===== src/rtl/ederah_result_packer.sv =====
// rtl/ederah_result_packer.sv - packs narrow NFA result words into full-width host-stream beats with keep/last
// Optional statistics counters: define ERBIUM_RESULT_STATS_EN to add stat_results_o/stat_beats_o/stat_queries_o.
module ederah_result_packer #(
    parameter int G_DATA_BUS_WIDTH = 512,
    parameter int G_RESULT_WIDTH   = 16
) (
    input  logic                            clk_i,
    input  logic                            rst_i,
    input  logic [G_RESULT_WIDTH-1:0]       res_data_i,
    input  logic                            res_valid_i,
    input  logic                            res_last_i,
    output logic                            res_ready_o,
    output logic [G_DATA_BUS_WIDTH-1:0]     wr_data_o,
    output logic [G_DATA_BUS_WIDTH/8-1:0]   wr_keep_o,
    output logic                            wr_valid_o,
    output logic                            wr_last_o,
    input  logic                            wr_ready_i
`ifdef ERBIUM_RESULT_STATS_EN
    ,
    output logic [31:0]                     stat_results_o,
    output logic [31:0]                     stat_beats_o,
    output logic [31:0]                     stat_queries_o
`endif
);

    localparam int LANES  = G_DATA_BUS_WIDTH / G_RESULT_WIDTH;
    localparam int KEEP_W = G_DATA_BUS_WIDTH / 8;
    localparam int BPL    = G_RESULT_WIDTH / 8;
    localparam int IDX_W  = (LANES > 1) ? $clog2(LANES) : 1;
    localparam logic [IDX_W-1:0] LAST_IDX = IDX_W'(LANES - 1);

    logic [G_DATA_BUS_WIDTH-1:0] acc;
    logic [G_DATA_BUS_WIDTH-1:0] acc_merged;
    logic [KEEP_W-1:0]           keep_next;
    logic [IDX_W-1:0]            idx;
    logic                        accept;
    logic                        complete;
    logic                        out_xfer;

    // A held beat that is not draining blocks every input word, even ones that would not complete a beat.
    assign res_ready_o = ~rst_i & (~wr_valid_o | wr_ready_i);
    assign accept      = res_valid_i & res_ready_o;
    assign complete    = accept & ((idx == LAST_IDX) | res_last_i);
    assign out_xfer    = wr_valid_o & wr_ready_i;

    // Accumulator with the incoming word dropped into the current lane, and byte enables up to that lane.
    always_comb begin
        acc_merged = acc;
        acc_merged[int'(idx) * G_RESULT_WIDTH +: G_RESULT_WIDTH] = res_data_i;
        keep_next = '0;
        for (int l = 0; l < LANES; l++) begin
            if (l <= int'(idx)) begin
                keep_next[l * BPL +: BPL] = {BPL{1'b1}};
            end
        end
    end

    // Lane accumulation, beat completion into the single output register, and output handshake.
    always_ff @(posedge clk_i or posedge rst_i) begin
        if (rst_i) begin
            acc        <= '0;
            idx        <= '0;
            wr_data_o  <= '0;
            wr_keep_o  <= '0;
            wr_last_o  <= 1'b0;
            wr_valid_o <= 1'b0;
        end else begin
            if (complete) begin
                acc <= '0;
                idx <= '0;
            end else if (accept) begin
                acc <= acc_merged;
                idx <= idx + 1'b1;
            end

            // A completing accept can only happen when the old beat is absent or leaving, so overwrite is safe.
            if (complete) begin
                wr_data_o  <= acc_merged;
                wr_keep_o  <= keep_next;
                wr_last_o  <= res_last_i;
                wr_valid_o <= 1'b1;
            end else if (out_xfer) begin
                wr_valid_o <= 1'b0;
            end
        end
    end

`ifdef ERBIUM_RESULT_STATS_EN
    // Free-running wrap-around counters of accepted words, emitted beats and emitted last-beats.
    always_ff @(posedge clk_i or posedge rst_i) begin
        if (rst_i) begin
            stat_results_o <= '0;
            stat_beats_o   <= '0;
            stat_queries_o <= '0;
        end else begin
            if (accept) begin
                stat_results_o <= stat_results_o + 32'd1;
            end
            if (out_xfer) begin
                stat_beats_o <= stat_beats_o + 32'd1;
            end
            if (out_xfer & wr_last_o) begin
                stat_queries_o <= stat_queries_o + 32'd1;
            end
        end
    end
`endif

endmodule


===== config.mk =====
export PLATFORM = sky130hd
export DESIGN_NAME = ederah_result_packer
export DESIGN_NICKNAME = d
export VERILOG_FILES = /design/src/rtl/ederah_result_packer.sv
export SDC_FILE = /design/constraint.sdc
export NUM_CORES = 2
export LEC_CHECK = 0
export ABC_AREA = 1
export CORE_UTILIZATION = 50
export CTS_CLUSTER_DIAMETER = 150
export DETAILED_ROUTE_END_ITERATION = 10
export DONT_BUFFER_PORTS = 1
export GPL_TIMING_DRIVEN = 0
export HOLD_SLACK_MARGIN = 0.02
export PLACE_DENSITY = 0.74
export SLEW_MARGIN = 0
export SYNTH_ARGS = -nofsm -noshare
export SYNTH_HDL_FRONTEND = slang
export SYNTH_SLANG_ARGS = --single-unit
export TNS_END_PERCENT = 1

===== constraint.sdc =====
create_clock -name clk_i -period 38.9 [get_ports clk_i]
set_clock_uncertainty 0.2 [all_clocks]
set_input_delay 7.78 -clock clk_i [delete_from_list [all_inputs] [get_ports clk_i]]
set_output_delay 7.78 -clock clk_i [all_outputs]
set_load 0.005 [all_outputs]

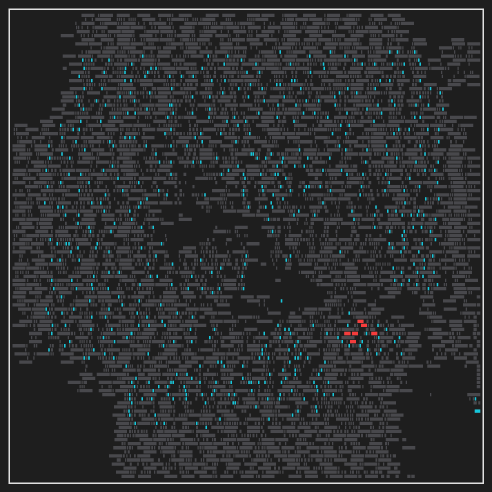
Figure 1: selected gate families.
Scale: 1.5 px per µm.
[adder and majority cells] red | cells: 6 | most used: ha_1
[inverters] cyan | cells: 534 | most used: inv_1 | where: widely spread
most common logic cell in the routed design: nand2_1
final std cells w/o fill: 7,742
Comb area share: 0.3377

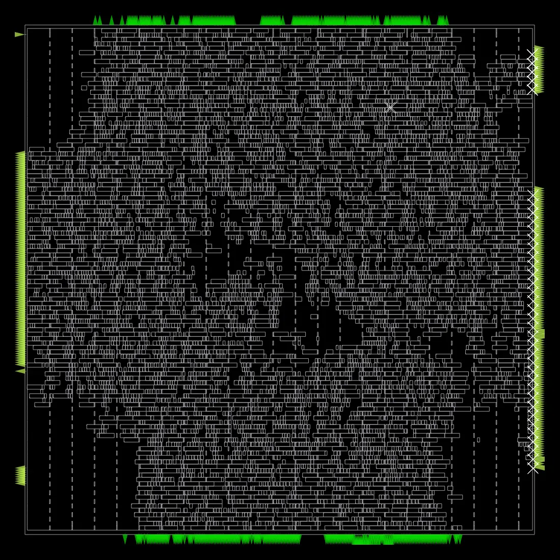
Figure 2: cell outlines without signal wires.
Fillers: 8,649
standard-cell rows: 114
core footprint: 96,850 µm²
sequential share of cell area: 0.4849

==> job_summary.md <==
## PnR job results

| Metric | Value |
|---|---|
| Status | finished with violations |
| Failing checks | DRC |
| Final Cycle Share | 0.4145 |
| Final ANT Viol Nets | 0 |
| Crit-path slowest cell | a21oi_1 |
| Met2 usage | 0.5467 |
| Crit path launch type | primary input |
| Multi-input gates | 4,229 |
| Met2 WL | 80,300 µm |
| TritonCTS Buffers | 111 |
| YS warnings | 0 |
| DRC errors left | 150 |
| Worst min-delay path startpoint | acc[414] |
| P_clk | 1.18 mW |
| Cell depth of the worst flop-to-flop path | 14 |
| Register area | 26,600 µm² |
| Seq/Total Area, Yosys | 0.5432 |
| P_leak | 29.59 nW |
| WHS Endpoint | acc[414] |
| Synth async-reset ratio | 1.000 |
| Mapped Area | 48,970 µm² |
| WL met1 | 70,280 µm |
| EDFF count, synth | 0 |
| Reg2reg start | idx[0] |
| IO Pins | 600 |
| Stages on the worst setup path | 2 |
| N_diodes | 1 |
| Core Util at FP | 0.5056 |
| CTS Hold Buffers Added | 0 |
| Synth cell types | 41 |
| Yosys top cell by instances | nand2_1 |
| Die Wd | 315.0 µm |
| Worst slack, placed | 22.80 ns |
| Family with the most delay on the worst path | AND-OR/OR-AND gates |
| Fmax | 0.06202 GHz |
| First-pass GRT wire length | 269,700 µm |
| Met3 wire len | 22,450 µm |
| Buffers added on ports | 0 |
| Comb power frac | 0.222 |
| Cell taking the most area after synthesis | dfrtp_1 |
| Syn Inst Count | 6,247 |
| Die extent in y | 315.0 µm |
| Clock network fraction of total power | 0.363 |
| Non-clk bufs | 430 |
| Top Consumer | sequential cells |
| Sw Share | 0.3615 |
| Post-CTS Setup Repair Bufs | 0 |
| Clk ins delay skew pair | 0.72 ns |
| Bufs on Longest Clock Path | 3 |
| TNS Setup | 0 ns |
| Reg2reg end | wr_data_o[349] |
| Largest registers | acc x512, wr_data_o x512, wr_keep_o x32 |
| Root buffer cell | clkbuf_16 |
| Area growth syn-to-layout | 12.03% |
| Flop count | 1,063 |
| Final hold viol count | 0 |
| Total power | 3.245 mW |
| Clk tree area frac | 0.07350 |
| Initial DRT Pass Iterations | 11 |
| Busiest grt layer | met2 |
| Biggest area cells | dfrtp_1, nand2_1, nand3_1 |
| Detailed Route WL | 185,000 µm |
| Nets | 6,396 |
| Largest net degree at the start of global routing | 133 |
| Global-route track usage on met1 | 0.4785 |
| Tool Warnings | 52 |
| Cell count in the Yosys report | 6,247 |
No activity file was given, so power comes from the tool's default toggle rates.
